$ cat src/rtl/mac_array_accum_pkg.sv
// Shared FSM encoding and arithmetic helpers for the mac_array_accum dot-product engine.
package mac_array_accum_pkg;

  typedef enum logic [2:0] {
    ST_IDLE  = 3'd0,
    ST_ACC   = 3'd1,
    ST_DRAIN = 3'd2,
    ST_BIAS  = 3'd3,
    ST_OUT   = 3'd4
  } mac_state_e;

  function automatic logic signed [63:0] sat_clip(
    input logic signed [63:0] value,
    input logic signed [63:0] lo,
    input logic signed [63:0] hi
  );
    logic signed [63:0] res;
    if (value < lo) begin
      res = lo;
    end else if (value > hi) begin
      res = hi;
    end else begin
      res = value;
    end
    return res;
  endfunction

  // Accumulator must hold a full beat sum plus a sign bit of headroom.
  function automatic bit acc_w_ok(input int num_lanes, input int data_w, input int acc_w);
    return acc_w >= (2 * data_w + $clog2(num_lanes) + 1);
  endfunction

endpackage

$ cat src/rtl/mac_array_accum_if.sv
// Beat input and result output bundle of mac_array_accum.
interface mac_array_accum_if #(
  parameter int NUM_LANES = 4,
  parameter int DATA_W    = 8,
  parameter int ACC_W     = 26
);
  logic                        in_valid;
  logic                        in_ready;
  logic                        in_last;
  logic [NUM_LANES-1:0]        in_mask;
  logic [NUM_LANES*DATA_W-1:0] in_feature;
  logic [NUM_LANES*DATA_W-1:0] in_weight;
  logic [DATA_W-1:0]           bias;
  logic                        relu_en;
  logic                        out_valid;
  logic                        out_ready;
  logic [DATA_W-1:0]           out_data;
  logic                        out_sat;
  logic [ACC_W-1:0]            out_acc;

  modport master (
    output in_valid, in_last, in_mask, in_feature, in_weight, bias, relu_en, out_ready,
    input  in_ready, out_valid, out_data, out_sat, out_acc
  );

  modport slave (
    input  in_valid, in_last, in_mask, in_feature, in_weight, bias, relu_en, out_ready,
    output in_ready, out_valid, out_data, out_sat, out_acc
  );
endinterface

$ cat src/rtl/mac_array_accum_lane.sv
// One masked signed DATA_W x DATA_W multiplier lane (combinational).
module mac_array_accum_lane #(
  parameter int DATA_W = 8
) (
  input  logic                       en,
  input  logic signed [DATA_W-1:0]   feature,
  input  logic signed [DATA_W-1:0]   weight,
  output logic signed [2*DATA_W-1:0] product
);

  always_comb begin
    if (en) begin
      product = (2*DATA_W)'(feature) * (2*DATA_W)'(weight);
    end else begin
      product = '0;
    end
  end

endmodule

$ cat src/rtl/mac_array_accum.sv
// Dot-product engine: masked lane products summed per beat, accumulated with saturation,
// then biased, requantised and emitted over a valid/ready handshake.
module mac_array_accum
  import mac_array_accum_pkg::*;
#(
  parameter int NUM_LANES  = 4,
  parameter int DATA_W     = 8,
  parameter int ACC_W      = 26,
  parameter int FRAC_SHIFT = 8
) (
  input  logic            clk,
  input  logic            rst,
  input  logic            clear,
  mac_array_accum_if.slave bus
);

  localparam int PROD_W = 2 * DATA_W;
  localparam int SUM_W  = PROD_W + $clog2(NUM_LANES) + 1;
  localparam logic signed [63:0] ACC_MAX = (64'sd1 <<< (ACC_W - 1)) - 64'sd1;
  localparam logic signed [63:0] ACC_MIN = -(64'sd1 <<< (ACC_W - 1));
  localparam logic signed [63:0] Q_MAX_S = (64'sd1 <<< (DATA_W - 1)) - 64'sd1;
  localparam logic signed [63:0] Q_MIN_S = -(64'sd1 <<< (DATA_W - 1));
  localparam logic signed [63:0] Q_MAX_U = (64'sd1 <<< DATA_W) - 64'sd1;

  if (!acc_w_ok(NUM_LANES, DATA_W, ACC_W)) begin : g_acc_w_check
    $error("mac_array_accum: ACC_W too narrow for NUM_LANES x DATA_W products");
  end

  logic signed [PROD_W-1:0] prod_s [NUM_LANES];

  for (genvar i = 0; i < NUM_LANES; i++) begin : g_lane
    mac_array_accum_lane #(.DATA_W(DATA_W)) u_lane (
      .en      (bus.in_mask[i]),
      .feature (bus.in_feature[i*DATA_W +: DATA_W]),
      .weight  (bus.in_weight[i*DATA_W +: DATA_W]),
      .product (prod_s[i])
    );
  end

  logic signed [SUM_W-1:0] sum_s;

  always_comb begin
    sum_s = '0;
    for (int i = 0; i < NUM_LANES; i++) begin
      sum_s = sum_s + SUM_W'(prod_s[i]);
    end
  end

  mac_state_e               state_q, state_d;
  logic                     in_ready_q, in_ready_d;
  logic                     out_valid_q, out_valid_d;
  logic signed [SUM_W-1:0]  sum_q, sum_d;
  logic signed [ACC_W-1:0]  acc_q, acc_d;
  logic                     sat_q, sat_d;
  logic signed [DATA_W-1:0] bias_q, bias_d;
  logic                     relu_q, relu_d;
  logic [DATA_W-1:0]        out_data_q, out_data_d;
  logic                     out_sat_q, out_sat_d;
  logic [ACC_W-1:0]         out_acc_q, out_acc_d;

  logic signed [63:0] addend_s, acc_sum_s, acc_clip_s, q_s, q_clip_s;
  logic               acc_ovf_s, q_ovf_s, accept_s;

  // The single shared adder takes the landed beat sum, or the aligned bias in BIAS.
  always_comb begin
    if (state_q == ST_BIAS) begin
      addend_s = 64'(bias_q) <<< FRAC_SHIFT;
    end else begin
      addend_s = 64'(sum_q);
    end
    acc_sum_s  = 64'(acc_q) + addend_s;
    acc_clip_s = sat_clip(acc_sum_s, ACC_MIN, ACC_MAX);
    acc_ovf_s  = (acc_clip_s != acc_sum_s);
    q_s        = acc_clip_s >>> FRAC_SHIFT;
    if (!relu_q) begin
      q_clip_s = sat_clip(q_s, Q_MIN_S, Q_MAX_S);
      q_ovf_s  = (q_clip_s != q_s);
    end else if (q_s < 64'sd0) begin
      q_clip_s = 64'sd0;
      q_ovf_s  = 1'b0;
    end else begin
      q_clip_s = sat_clip(q_s, 64'sd0, Q_MAX_U);
      q_ovf_s  = (q_clip_s != q_s);
    end
  end

  assign accept_s = (state_q == ST_ACC) && in_ready_q && bus.in_valid;

  always_comb begin
    state_d    = state_q;
    sum_d      = '0;
    acc_d      = acc_q;
    sat_d      = sat_q;
    bias_d     = bias_q;
    relu_d     = relu_q;
    out_data_d = out_data_q;
    out_sat_d  = out_sat_q;
    out_acc_d  = out_acc_q;

    case (state_q)
      ST_IDLE: begin
        state_d = ST_ACC;
      end
      ST_ACC: begin
        acc_d = acc_clip_s[ACC_W-1:0];
        sat_d = sat_q | acc_ovf_s;
        if (accept_s) begin
          sum_d = sum_s;
          if (bus.in_last) begin
            state_d = ST_DRAIN;
            bias_d  = bus.bias;
            relu_d  = bus.relu_en;
          end else begin
            state_d = ST_ACC;
          end
        end else begin
          sum_d = '0;
        end
      end
      ST_DRAIN: begin
        acc_d   = acc_clip_s[ACC_W-1:0];
        sat_d   = sat_q | acc_ovf_s;
        state_d = ST_BIAS;
      end
      ST_BIAS: begin
        acc_d      = acc_clip_s[ACC_W-1:0];
        sat_d      = sat_q | acc_ovf_s;
        out_acc_d  = acc_clip_s[ACC_W-1:0];
        out_data_d = q_clip_s[DATA_W-1:0];
        out_sat_d  = sat_q | acc_ovf_s | q_ovf_s;
        state_d    = ST_OUT;
      end
      ST_OUT: begin
        if (bus.out_ready) begin
          state_d    = ST_ACC;
          acc_d      = '0;
          sat_d      = 1'b0;
          out_data_d = '0;
          out_sat_d  = 1'b0;
          out_acc_d  = '0;
        end else begin
          state_d = ST_OUT;
        end
      end
      default: begin
        state_d = ST_IDLE;
      end
    endcase

    // Abort wins over any beat or handshake in the same cycle.
    if (clear) begin
      state_d    = ST_ACC;
      sum_d      = '0;
      acc_d      = '0;
      sat_d      = 1'b0;
      out_data_d = '0;
      out_sat_d  = 1'b0;
      out_acc_d  = '0;
    end else begin
      sum_d = sum_d;
    end

    in_ready_d  = (state_d == ST_ACC);
    out_valid_d = (state_d == ST_OUT);
  end

  always_ff @(posedge clk or posedge rst) begin
    if (rst) begin
      state_q     <= ST_IDLE;
      in_ready_q  <= 1'b0;
      out_valid_q <= 1'b0;
      sum_q       <= '0;
      acc_q       <= '0;
      sat_q       <= 1'b0;
      bias_q      <= '0;
      relu_q      <= 1'b0;
      out_data_q  <= '0;
      out_sat_q   <= 1'b0;
      out_acc_q   <= '0;
    end else begin
      state_q     <= state_d;
      in_ready_q  <= in_ready_d;
      out_valid_q <= out_valid_d;
      sum_q       <= sum_d;
      acc_q       <= acc_d;
      sat_q       <= sat_d;
      bias_q      <= bias_d;
      relu_q      <= relu_d;
      out_data_q  <= out_data_d;
      out_sat_q   <= out_sat_d;
      out_acc_q   <= out_acc_d;
    end
  end

  assign bus.in_ready  = in_ready_q;
  assign bus.out_valid = out_valid_q;
  assign bus.out_data  = out_data_q;
  assign bus.out_sat   = out_sat_q;
  assign bus.out_acc   = out_acc_q;

endmodule
$ cat src/flat_wrapper.sv
// flat-port wrapper written by rule: the top's interface ports become plain ports
module mac_array_accum_flat import mac_array_accum_pkg::*;
#(
  parameter int NUM_LANES  = 4,
  parameter int DATA_W     = 8,
  parameter int ACC_W      = 26,
  parameter int FRAC_SHIFT = 8
)
  (clk, rst, clear, bus_in_valid, bus_in_last, bus_in_mask, bus_in_feature, bus_in_weight, bus_bias, bus_relu_en, bus_out_ready, bus_in_ready, bus_out_valid, bus_out_data, bus_out_sat, bus_out_acc);
  mac_array_accum_if #(.NUM_LANES(NUM_LANES), .DATA_W(DATA_W), .ACC_W(ACC_W)) bus_i ();
  input  logic clk;
  input  logic rst;
  input  logic clear;
  input wire logic [$bits(bus_i.in_valid)-1:0] bus_in_valid;
  input wire logic [$bits(bus_i.in_last)-1:0] bus_in_last;
  input wire logic [$bits(bus_i.in_mask)-1:0] bus_in_mask;
  input wire logic [$bits(bus_i.in_feature)-1:0] bus_in_feature;
  input wire logic [$bits(bus_i.in_weight)-1:0] bus_in_weight;
  input wire logic [$bits(bus_i.bias)-1:0] bus_bias;
  input wire logic [$bits(bus_i.relu_en)-1:0] bus_relu_en;
  input wire logic [$bits(bus_i.out_ready)-1:0] bus_out_ready;
  output wire logic [$bits(bus_i.in_ready)-1:0] bus_in_ready;
  output wire logic [$bits(bus_i.out_valid)-1:0] bus_out_valid;
  output wire logic [$bits(bus_i.out_data)-1:0] bus_out_data;
  output wire logic [$bits(bus_i.out_sat)-1:0] bus_out_sat;
  output wire logic [$bits(bus_i.out_acc)-1:0] bus_out_acc;
  assign bus_i.in_valid = bus_in_valid;
  assign bus_i.in_last = bus_in_last;
  assign bus_i.in_mask = bus_in_mask;
  assign bus_i.in_feature = bus_in_feature;
  assign bus_i.in_weight = bus_in_weight;
  assign bus_i.bias = bus_bias;
  assign bus_i.relu_en = bus_relu_en;
  assign bus_i.out_ready = bus_out_ready;
  assign bus_in_ready = bus_i.in_ready;
  assign bus_out_valid = bus_i.out_valid;
  assign bus_out_data = bus_i.out_data;
  assign bus_out_sat = bus_i.out_sat;
  assign bus_out_acc = bus_i.out_acc;
  mac_array_accum #(.NUM_LANES(NUM_LANES), .DATA_W(DATA_W), .ACC_W(ACC_W), .FRAC_SHIFT(FRAC_SHIFT)) u_core (.clk(clk), .rst(rst), .clear(clear), .bus(bus_i));
endmodule
$ cat config.mk
export PLATFORM = sky130hd
export DESIGN_NAME = mac_array_accum_flat
export DESIGN_NICKNAME = d
export VERILOG_FILES = /design/src/rtl/mac_array_accum_pkg.sv /design/src/rtl/mac_array_accum_if.sv /design/src/rtl/mac_array_accum_lane.sv /design/src/rtl/mac_array_accum.sv /design/src/flat_wrapper.sv
export SDC_FILE = /design/constraint.sdc
export NUM_CORES = 1
export LEC_CHECK = 0
export CORE_AREA = 4 4 158 221
export CTS_CLUSTER_SIZE = 40
export DETAILED_ROUTE_END_ITERATION = 10
export DIE_AREA = 0 0 162 225
export PLACE_DENSITY = 0.74
export SLEW_MARGIN = 10
export SYNTH_ARGS = -nofsm -noshare
export SYNTH_HDL_FRONTEND = slang
export SYNTH_HIERARCHICAL = 1
export SYNTH_SLANG_ARGS = --single-unit
export TNS_END_PERCENT = 50
$ cat constraint.sdc
create_clock -name clk -period 6.17 [get_ports clk]
set_clock_uncertainty 0.05 [all_clocks]
set_input_delay 1.5425 -clock clk [delete_from_list [all_inputs] [get_ports clk]]
set_output_delay 1.5425 -clock clk [all_outputs]
set_load 0.02 [all_outputs]
The metal 1 layer:
The bar under the picture is 50 um long.
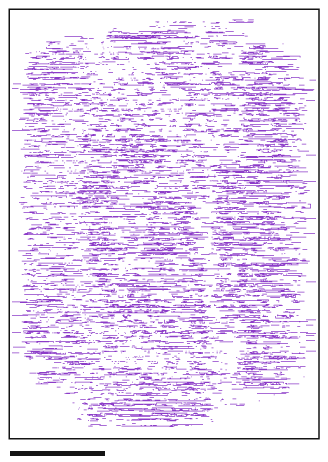
main direction: horizontal
longest straight run: 39.6 um
wire length on this layer: 17000 um
nets with wire on the layer: 2728
met1 global-route usage: 0.2773
drt total wl: 47.99 mm
via count: 15260

Met2 routing:
The bar under the picture is 50 um long. Cells faint in the background.
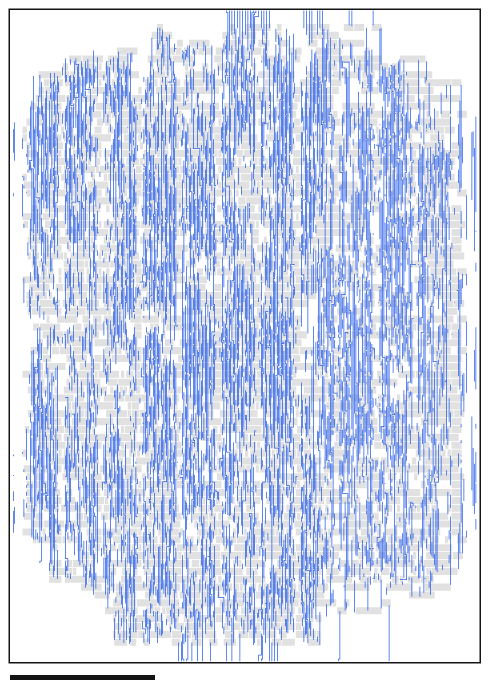
wire length on this layer: 27.1 mm
longest straight run: 76.2 um
nets with wire on the layer: 2594
share of all routed wire: 56%
met2 Track Usage GR: 0.5247

M3 wires:
The bar under the picture is 50 um long. Cells faint in the background.
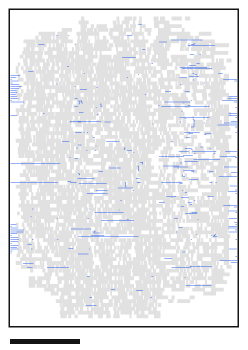
longest straight run: 42.3 um
wire length on this layer: 1290 um
nets with wire on the layer: 184
main direction: horizontal
met3 Usage GRT: 0.02214

M4 wires:
The bar under the picture is 50 um long.
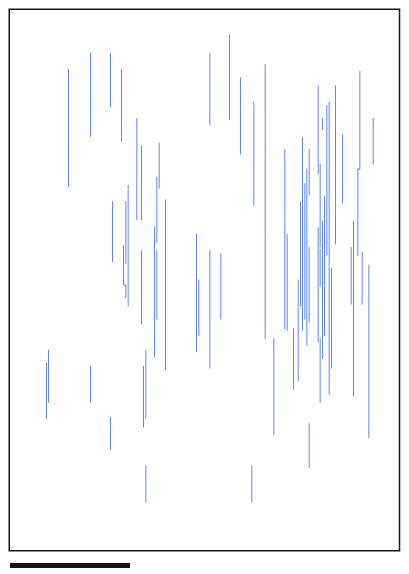
main direction: vertical
longest straight run: 122 um

==> impl_metrics.json <==
{
  "post-cts-setup-buffers": 21,
  "tns_ns": -12.66,
  "yosys.area.top_type": "fa_1",
  "ys_top_cells_by_count": "inv_1, fa_1, and2_1",
  "run_status": "finished, violations left",
  "place_congestion": 0.9636,
  "edf_count": 0,
  "die_area_sq_mm": 0.03645,
  "fmax_mhz": 130.3,
  "grt.total_usage": 0.2658,
  "num-nets-final": 2912,
  "drt_pass1_iterations": 5,
  "drt_iter0_drc": 748,
  "synthToLayoutAreaGrowth_pct": 30.01,
  "synth_async_sr_flop_share": 1.000,
  "top_layer_used": "met4",
  "portBuffers": 119,
  "final_common_cell": "inv_1",
  "met1_length_mm": 17.03,
  "yosysWarnings": 6,
  "hold_slack_ns": 0.4309,
  "cts.path.max_buffers": 2,
  "cts_tree": "built",
  "lay_top_cells": "inv_1, buf_4, fa_1",
  "ff_type": "dfrtp_1",
  "place.detailed.hpwl_mm": 40.01,
  "path_max_fanout": 6,
  "clkTransAtPathRegs_ns": 0.07,
  "tool_warnings": 35,
  "violations": "setup timing",
  "place_ws_ns": -2.300,
  "wl_met2_mm": 27.12,
  "worst-setup-path-type": "input port to flip-flop",
  "ys_sh_aoi": 0.1198,
  "vias_per_cell": 5.343,
  "fp.dieW_um": 162,
  "fp-utilization": 0.5412,
  "grt_most_used_layer": "met2",
  "rsz0062_at_grt": "yes",
  "setup_slack_ns": -1.504,
  "fin_crit_sh": 1.244,
  "finalHoldViolCount": 0,
  "critPathLaunchType": "input port",
  "drv_cap": 0,
  "yosysMostFrequentCell": "inv_1",
  "final_util": 0.7036,
  "synth.cell_area_sq_mm": 0.01787,
  "antenna_found_initial": 0,
  "yosys-stat-area_sq_mm": 0.01787,
  "num_rows": 79,
  "crit_required_ns": 6.38,
  "grt_pass1_vias": 16980,
  "clkSinkCount": 95,
  "gr-total-overflow": 0,
  "max_slew_margin": 0.3086,
  "wl_per_cell_um": 16.81,
  "hold_buffers": 0,
  "fin_crit_ns": 7.674,
  "synth-simple-area-share": 0.1989,
  "avgSynthCellArea_sq_um": 8.906,
  "coreArea_sq_mm": 0.03301,
  "finalSetupViolCount": 12,
  "synth.distinct_cells": 85,
  "seq_area_sq_mm": 0.002377,
  "top_logic_kind": "adder cells",
  "drc": 0,
  "syn_nets": 2513,
  "diodes": 0,
  "dr_wl_met3_mm": 1.289,
  "adder_share": 0.4079,
  "hold_path.class": "flip-flop to flip-flop",
  "critPathCaptureType": "flip-flop",
  "ys_top_cells_by_area": "fa_1, dfrtp_1, ha_1, inv_1, and2_1",
  "clock_latency_ns": 0.36,
  "mi_logic_area_sq_mm": 0.01515,
  "xor_area_frac": 0.03922,
  "yosys_cells": 2006,
  "grt_pass1_wl_mm": 79.26,
  "drive_gt1_frac": 0.2656,
  "synth_flops": 95,
  "cts_buffers": 9,
  "clockRootBuffer": "clkbuf_16",
  "final-max-slew-violation-count": 0
}
==> through the flow <==
stage	instances	instance area [sq um]
global placement	2804	21700
detailed placement	2804	21700
floorplan	2006	18040
finish	2855	23230
CTS	2841	22700
global route	2855	23230
==> path summary, 6_finish.rpt <==
kind	start	endpoint	slack, ns	depth (start not counted)
min in group asynchronous	rst	u_core/bus.out_acc[4]$_DFFE_PP0P_	1.60	2
max reg2reg	u_core/state_q[1]$_DFF_PP0_	u_core/bus.out_acc[3]$_DFFE_PP0P_	0.35	25
min reg2reg	u_core/bus.out_sat$_DFFE_PP0P_	u_core/bus.out_sat$_DFFE_PP0P_	0.43	2
max in group asynchronous	rst	u_core/bus.out_acc[25]$_DFFE_PP0P_	3.51	3
min	u_core/bus.out_sat$_DFFE_PP0P_	u_core/bus.out_sat$_DFFE_PP0P_	0.43	2
max	bus_in_weight[17]	u_core/sum_q[18]$_DFF_PP0_	-1.50	26
==> critical path, cell delays in order <==
cell and delay, ns:
buf_2 0.15, and2_1 0.18, fa_1 0.47, inv_1 0.05, fa_1 0.49, inv_2 0.04, fa_1 0.54, inv_2 0.04
fa_1 0.55, inv_2 0.05, ha_4 0.21, a21o_1 0.18, a21oi_2 0.20, nand2_1 0.09, xnor2_1 0.13, nor2_1 0.19
fa_1 0.48, fa_1 0.57, ha_4 0.22, and2_4 0.15, a31o_4 0.21, a211o_1 0.30, nor3b_4 0.16, o31a_1 0.26
o21a_1 0.21, o41ai_2 0.20
==> layout make-up <==
class,instances,share of cell area
clock buffers,9,0.009696
clock inverters,7,0.003448
inverters,367,0.05942
multi-input cells,1509,0.6524
flip-flops and latches,95,0.1023
well taps,445,0.02397
repair buffers,423,0.1487
